### Cell sizes after repair, run 1

Scale: 4 px per um.
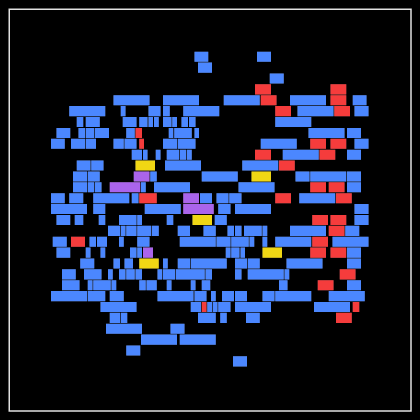
### Wires at chosen ports, followed through buffers, run 1

Scale: 3 px per um.
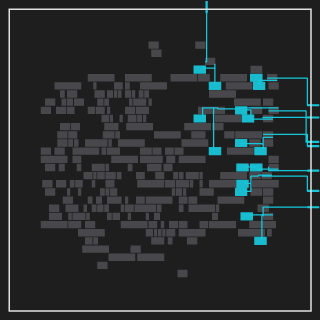
### I/O pins on the die edge, run 1

Scale: 4 px per um. Pins as bars across the die edge, other pins in grey.
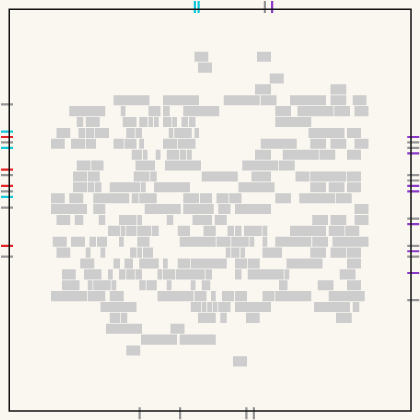
===== src/rtl/dmem_reader_if.sv =====
// Bus bundle for dmem_reader: command inputs, memory read port and output byte stream.
// master = the reader itself; slave = the command source, memory and sink around it.
interface dmem_reader_if #(
  parameter int ADDR_W = 4,
  parameter int DATA_W = 8
);
  logic              start;
  logic [ADDR_W-1:0] base_addr;
  logic [ADDR_W:0]   count;
  logic [ADDR_W-1:0] mem_addr;
  logic [DATA_W-1:0] mem_data;
  logic [DATA_W-1:0] out_data;
  logic              out_valid;
  logic              out_ready;
  logic              busy;
  logic              done;

  modport master (
    input  start, base_addr, count, mem_data, out_ready,
    output mem_addr, out_data, out_valid, busy, done
  );

  modport slave (
    output start, base_addr, count, mem_data, out_ready,
    input  mem_addr, out_data, out_valid, busy, done
  );
endinterface


===== src/rtl/dmem_reader.sv =====
// Sweeps count addresses of a 1-cycle-latency memory and streams the bytes out through a 2-entry FIFO.
// Define DMEM_READER_CSUM_EN to add the csum output (running byte sum of the current command).
module dmem_reader #(
  parameter int ADDR_W = 4,
  parameter int DATA_W = 8
) (
  input  logic                clk,
  input  logic                rst_n,
  dmem_reader_if.master       bus
`ifdef DMEM_READER_CSUM_EN
  ,
  output logic [DATA_W-1:0]   csum
`endif
);

  typedef enum logic [1:0] {
    S_IDLE  = 2'd0,
    S_FETCH = 2'd1,
    S_DRAIN = 2'd2,
    S_DONE  = 2'd3
  } state_t;

  localparam logic [ADDR_W-1:0] ADDR_ONE = ADDR_W'(1);
  localparam logic [ADDR_W:0]   CNT_ONE  = (ADDR_W + 1)'(1);

  state_t            state_q;
  logic [ADDR_W-1:0] mem_addr_q;
  logic [ADDR_W:0]   issue_left_q;
  logic [ADDR_W:0]   deliver_left_q;
  logic              pend_q;
  logic [DATA_W-1:0] fifo_q [2];
  logic              rd_ptr_q;
  logic              wr_ptr_q;
  logic [1:0]        occ_q;
  logic              busy_q;
  logic              done_q;

  logic              pop;
  logic              issue;
  logic [2:0]        inflight;

  // mem_addr_q always holds the next address to read; a cycle "issues" it only when
  // the FIFO plus the read already in flight leave room after this cycle's pop.
  assign pop      = (occ_q != 2'd0) && bus.out_ready;
  assign inflight = {1'b0, occ_q} + {2'b00, pend_q} - {2'b00, pop};
  assign issue    = (state_q == S_FETCH) && (inflight < 3'd2);

  always_ff @(posedge clk or negedge rst_n) begin
    if (!rst_n) begin
      state_q        <= S_IDLE;
      mem_addr_q     <= '0;
      issue_left_q   <= '0;
      deliver_left_q <= '0;
      pend_q         <= 1'b0;
      fifo_q[0]      <= '0;
      fifo_q[1]      <= '0;
      rd_ptr_q       <= 1'b0;
      wr_ptr_q       <= 1'b0;
      occ_q          <= 2'd0;
      busy_q         <= 1'b0;
      done_q         <= 1'b0;
    end else begin
      pend_q <= issue;

      if (pend_q) begin
        fifo_q[wr_ptr_q] <= bus.mem_data;
        wr_ptr_q         <= ~wr_ptr_q;
      end
      if (pop) begin
        rd_ptr_q       <= ~rd_ptr_q;
        deliver_left_q <= deliver_left_q - CNT_ONE;
      end
      case ({pend_q, pop})
        2'b10:   occ_q <= occ_q + 2'd1;
        2'b01:   occ_q <= occ_q - 2'd1;
        default: occ_q <= occ_q;
      endcase

      case (state_q)
        S_IDLE: begin
          if (bus.start) begin
            if (bus.count == '0) begin
              state_q <= S_DONE;
              done_q  <= 1'b1;
            end else begin
              state_q        <= S_FETCH;
              busy_q         <= 1'b1;
              mem_addr_q     <= bus.base_addr;
              issue_left_q   <= bus.count;
              deliver_left_q <= bus.count;
            end
          end
        end
        S_FETCH: begin
          if (issue) begin
            issue_left_q <= issue_left_q - CNT_ONE;
            // Leave the last issued address on the bus rather than stepping past it.
            if (issue_left_q == CNT_ONE) begin
              state_q <= S_DRAIN;
            end else begin
              mem_addr_q <= mem_addr_q + ADDR_ONE;
            end
          end
        end
        S_DRAIN: begin
          if (pop && (deliver_left_q == CNT_ONE)) begin
            state_q <= S_DONE;
            busy_q  <= 1'b0;
            done_q  <= 1'b1;
          end
        end
        S_DONE: begin
          state_q <= S_IDLE;
          done_q  <= 1'b0;
        end
        default: begin
          state_q <= S_IDLE;
          busy_q  <= 1'b0;
          done_q  <= 1'b0;
        end
      endcase
    end
  end

  assign bus.mem_addr  = mem_addr_q;
  assign bus.out_data  = fifo_q[rd_ptr_q];
  assign bus.out_valid = (occ_q != 2'd0);
  assign bus.busy      = busy_q;
  assign bus.done      = done_q;

`ifdef DMEM_READER_CSUM_EN
  logic [DATA_W-1:0] csum_q;

  always_ff @(posedge clk or negedge rst_n) begin
    if (!rst_n) begin
      csum_q <= '0;
    end else if ((state_q == S_IDLE) && bus.start) begin
      csum_q <= '0;
    end else if (pop) begin
      csum_q <= csum_q + bus.out_data;
    end
  end

  assign csum = csum_q;
`endif

endmodule


===== src/flat_wrapper.sv =====
// flat-port wrapper written by rule: the top's interface ports become plain ports
module dmem_reader_flat 
#(
  parameter int ADDR_W = 4,
  parameter int DATA_W = 8
)
  (clk, rst_n, bus_start, bus_base_addr, bus_count, bus_mem_data, bus_out_ready, bus_mem_addr, bus_out_data, bus_out_valid, bus_busy, bus_done);
  dmem_reader_if #(.ADDR_W(ADDR_W), .DATA_W(DATA_W)) bus_i ();
  input  logic clk;
  input  logic rst_n;
  input wire logic [$bits(bus_i.start)-1:0] bus_start;
  input wire logic [$bits(bus_i.base_addr)-1:0] bus_base_addr;
  input wire logic [$bits(bus_i.count)-1:0] bus_count;
  input wire logic [$bits(bus_i.mem_data)-1:0] bus_mem_data;
  input wire logic [$bits(bus_i.out_ready)-1:0] bus_out_ready;
  output wire logic [$bits(bus_i.mem_addr)-1:0] bus_mem_addr;
  output wire logic [$bits(bus_i.out_data)-1:0] bus_out_data;
  output wire logic [$bits(bus_i.out_valid)-1:0] bus_out_valid;
  output wire logic [$bits(bus_i.busy)-1:0] bus_busy;
  output wire logic [$bits(bus_i.done)-1:0] bus_done;
  assign bus_i.start = bus_start;
  assign bus_i.base_addr = bus_base_addr;
  assign bus_i.count = bus_count;
  assign bus_i.mem_data = bus_mem_data;
  assign bus_i.out_ready = bus_out_ready;
  assign bus_mem_addr = bus_i.mem_addr;
  assign bus_out_data = bus_i.out_data;
  assign bus_out_valid = bus_i.out_valid;
  assign bus_busy = bus_i.busy;
  assign bus_done = bus_i.done;
  dmem_reader #(.ADDR_W(ADDR_W), .DATA_W(DATA_W)) u_core (.clk(clk), .rst_n(rst_n), .bus(bus_i));
endmodule

===== config.mk =====
export PLATFORM = sky130hd
export DESIGN_NAME = dmem_reader_flat
export DESIGN_NICKNAME = d
export VERILOG_FILES = /design/src/rtl/dmem_reader_if.sv /design/src/rtl/dmem_reader.sv /design/src/flat_wrapper.sv
export SDC_FILE = /design/constraint.sdc
export NUM_CORES = 1
export LEC_CHECK = 0
export CORE_MARGIN = 10
export CORE_UTILIZATION = 34
export CTS_BUF_LIST = sky130_fd_sc_hd__clkbuf_8
export CTS_CLUSTER_DIAMETER = 150
export DETAILED_ROUTE_END_ITERATION = 12
export PLACE_DENSITY = 0.6
export SLEW_MARGIN = 10
export SYNTH_ARGS = -nofsm -noshare
export SYNTH_HDL_FRONTEND = slang
export SYNTH_SLANG_ARGS = --single-unit

===== constraint.sdc =====
create_clock -name clk -period 8.6 [get_ports clk]
set_clock_uncertainty 0.15 [all_clocks]
set_input_delay 1.72 -clock clk [delete_from_list [all_inputs] [get_ports clk]]
set_output_delay 1.72 -clock clk [all_outputs]
set_load 0.01 [all_outputs]

==> impl_metrics.ini, run 1 <==
; physical design summary
[power_and_ir_drop]
p_sw_share_pct = 39.1
pwr-share-seq_pct = 35.0
power-top-group = combinational cells
p_leak_uw = 0.00113
pwr-share-comb_pct = 52.9
power_clock_uw = 123
p_seq_uw = 354

[worst_setup_path]
critPathBufInv = 2
rr_endpoint = u_core.bus.mem_addr[2]
startpoint = bus_out_ready
path_delay_family = simple AND/OR/NAND/NOR gates
slowest_stage = a22oi_4

[detailed_routing]
drt-met1-wl_um = 2320
post_drt_wl_per_cell_um = 15.3
dr_wl_met3_um = 395
topRoutingLayerUsed = met4

[yosys]
ys_sh_xor_pct = 4.02
logic_family = multiplexers
synth_area_um2 = 2180
post_synth.cell_area_avg_um2 = 11.1
edf_count = 0

[final_timing]
final.period_utilization_pct = 53.1
fin_tns_setup_ns = 0
setup_viol = 0
finalMaxSlewViolations = 0

[floorplanning]
core_um2 = 6280
die_h_um = 100
fp_util_pct = 34.7

[cells_and_area]
regArea_um2 = 976
layout-drive-gt1-share_pct = 17.3
nFillCells = 599
syn_to_final_growth_pct = 22.3
final_nets = 262
reg.largest.list = u_core.fifo_q x16, u_core.deliver_left_q x5, u_core.issue_left_q x5
n_antenna_cell = 0
seq_cells = 39
nMultiInputCombCells = 136

[global_routing]
antenna_found_initial = 0
met1_usage_pct = 13.0
grt_pass1_wl_um = 8130

[place]
post-place-ws_ns = 3.75

[flow_run]
maxCapViolations = 0

[cts]
ctsResizeCount = 0

[outcome]
status = complete, no violations
Notes on 'Cell sizes after repair' above:
_2 cells: marked red, cells 30. _3 and _4 cells: marked purple, cells 5. _6 and larger: marked yellow, cells 5. _0 and _1 cells: marked blue, cells 191.

Notes on 'Wires at chosen ports, followed through buffers' above:
bus_mem_data: marked cyan, bits 8, direction input, edge 7 right, 1 top, end cells 16, buffers 8, wire 286 um.
IO Port Bufs: 35
Ports: 36

Notes on 'I/O pins on the die edge' above:
bus_base_addr: marked red, pins 4, direction input, edge left. bus_count: marked cyan, pins 5, direction input, edge 3 left, 2 top. bus_mem_data: marked purple, pins 8, direction input, edge 7 right, 1 top.

### Gate families picked out, run 1

Scale: 4 px per um.
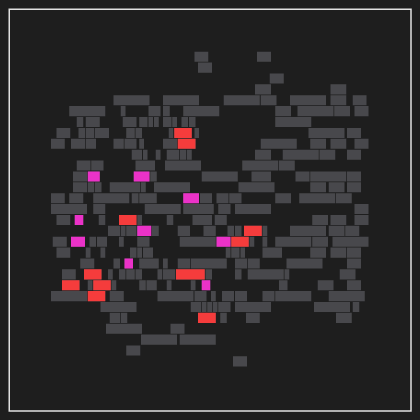

==> inputs of run 2 (changes only) <==
Settings changed: PLACE_DENSITY 0.6 to 0.62.
Clock period 8.6 ns to 4.1 ns, I/O delays scaled along.
### Gate families picked out, run 2

Scale: 4 px per um.
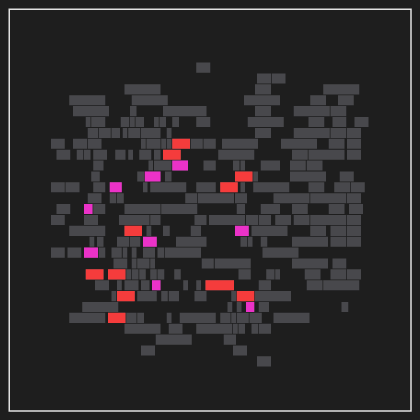
fa/ha/maj cells: marked red, cells 11, most used ha_1. and/or cells: marked magenta, cells 9, most used or4b_1.

==> impl_metrics.ini, run 2 <==
; physical design summary
[cells_and_area]
nFillCells = 588
seq_cells = 39
n_antenna_cell = 0
final_nets = 265
layout-drive-gt1-share_pct = 18.8
regMostFlops = u_core.fifo_q
syn_to_final_growth_pct = 24.6
reg.largest.list = u_core.fifo_q x16, u_core.deliver_left_q x5, u_core.issue_left_q x5

[yosys]
ys_sh_xor_pct = 4.02
post_synth.cell_area_avg_um2 = 11.1
edf_count = 0
yosys_cells = 197
synth_area_um2 = 2180
logic_family = multiplexers

[power_and_ir_drop]
power_clock_uw = 324
p_seq_uw = 741
p_leak_uw = 0.00115
p_sw_share_pct = 37.8
pwr-share-seq_pct = 33.6

[worst_setup_path]
startpoint = bus_out_ready
rr_endpoint = u_core.issue_left_q[3]
path_delay_family = simple AND/OR/NAND/NOR gates
slowest_stage = clkdlybuf4s50_1
path_class = input port to register
worstSetupPathDepth = 10

[final_timing]
finalMaxSlewViolations = 0
setup_viol = 0
rsz0062_at_grt = false
fin_tns_setup_ns = 0
final.period_utilization_pct = 76.9
tightestPinTransition_ns = 0.889

[detailed_routing]
drt-met1-wl_um = 2220
post_drt_wl_per_cell_um = 15.0
dr_wl_met3_um = 332
topRoutingLayerUsed = met4

[outcome]
status = complete, no violations

[place]
io_buffers = 35
post-place-ws_ns = 0.615

[min_path]
hp-start = u_core.wr_ptr_q

[global_routing]
met1_usage_pct = 12.6
antenna_found_initial = 0
grt_pass1_vias = 1605

[floorplanning]
io-pin-count = 36
fp_util_pct = 34.7
die_h_um = 100
core_um2 = 6280

[flow_run]
maxCapViolations = 0
### Wires at chosen ports, followed through buffers, run 2

Scale: 3 px per um.
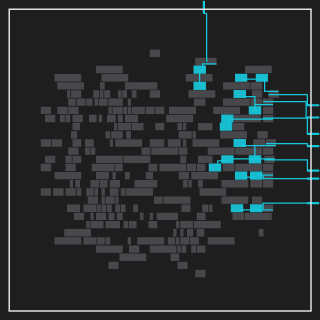
bus_mem_data: marked cyan, bits 8, direction input, edge 7 right, 1 top, end cells 16, buffers 8, wire 259 um.

### Placed standard cells, run 2

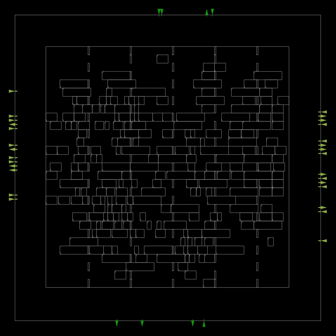

==> inputs of run 3 (changes only) <==
Clock period 4.1 ns to 2.7 ns, I/O delays scaled along.
### Placed standard cells, run 3

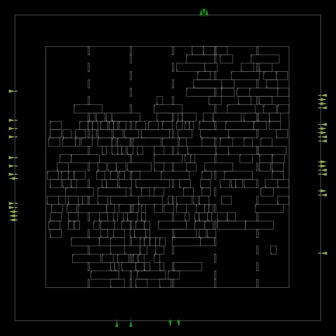
FF+latch count: 39
Seq/total area: 34.6%

### Gate families picked out, run 3

Scale: 4 px per um.
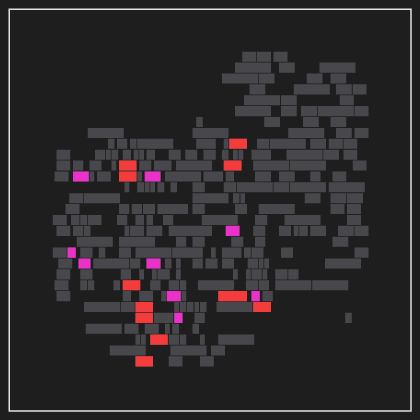
and/or cells: marked magenta, cells 9, most used or4b_1. fa/ha/maj cells: marked red, cells 11, most used ha_1.

==> impl_metrics.ini, run 3 <==
; physical design summary
[yosys]
logic_family = multiplexers
post_synth.cell_area_avg_um2 = 11.1
edf_count = 0
synth_nets = 229
ys_sh_xor_pct = 4.02
yosys_cells = 197
synth_top_area_share_pct = 44.8
synth_area_um2 = 2180

[worst_setup_path]
crit_chain = dlygate4sd2_1 > xor2_1 > nand2_1 > fa_1 > xnor2_1 > nand2_1 > a22oi_4 > or4b_1 > nand3_1
rr_endpoint = u_core.bus.mem_addr[2]
slowest_stage = or4b_1
reg2reg_depth = 9
path_class = input port to register
worstSetupPathDepth = 9
startpoint = bus_out_ready
path_delay_family = simple AND/OR/NAND/NOR gates

[final_timing]
finalMaxSlewViolations = 0
rsz0062_at_grt = false
fin_tns_setup_ns = 0
final.period_utilization_pct = 93.4
setup_viol = 0
tightestPinTransition_ns = 0.864
relSlewSlack_pct = 42.4

[cells_and_area]
nFillCells = 627
n_antenna_cell = 0
regMostFlops = u_core.fifo_q
final_nets = 278
lay_top_cells = dfrtp_1 (39), clkdlybuf4s50_1 (33), mux2_2 (24)
reg.largest.list = u_core.fifo_q x16, u_core.deliver_left_q x5, u_core.issue_left_q x5
regArea_um2 = 976
largest_cell_class = multi-input combinational cells
layout-drive-gt1-share_pct = 23.5
syn_to_final_growth_pct = 29.4

[detailed_routing]
dr_wl_met3_um = 343
drtIter0Drc = 34
drt-met1-wl_um = 2260
post_drt_wl_per_cell_um = 14.5
topRoutingLayerUsed = met4
antenna_left = 0

[place]
io_buffers = 35
post-place-ws_ns = -0.375
dpl_cell_area_um2 = 2700

[power_and_ir_drop]
p_sw_share_pct = 37.1
power_clock_uw = 493
switching_power_uw = 1290
powerDensity_nw_per_um2 = 1230
pwr-share-seq_pct = 32.2
p_leak_uw = 0.00122
vdd_ir_drop_max_mv = 0.573
p_seq_uw = 1120

[global_routing]
grt_pass1_vias = 1669
overflow = 0
grt_usage_pct = 9.81
antenna_found_initial = 0
met1_usage_pct = 13.3

[cts]
clkTransAtPathRegs_ns = 0.08
insertion_delay_ns = 0.29

[floorplanning]
tapCellCount = 77
io-pin-count = 36
fp_util_pct = 34.7
die_h_um = 100
core_um2 = 6280

[flow_run]
maxCapViolations = 0

[outcome]
status = complete, no violations

[min_path]
worstHoldPathType = input port to asynchronous set/reset pin
Power figures rest on the tool's default switching activity, not on a simulated workload.
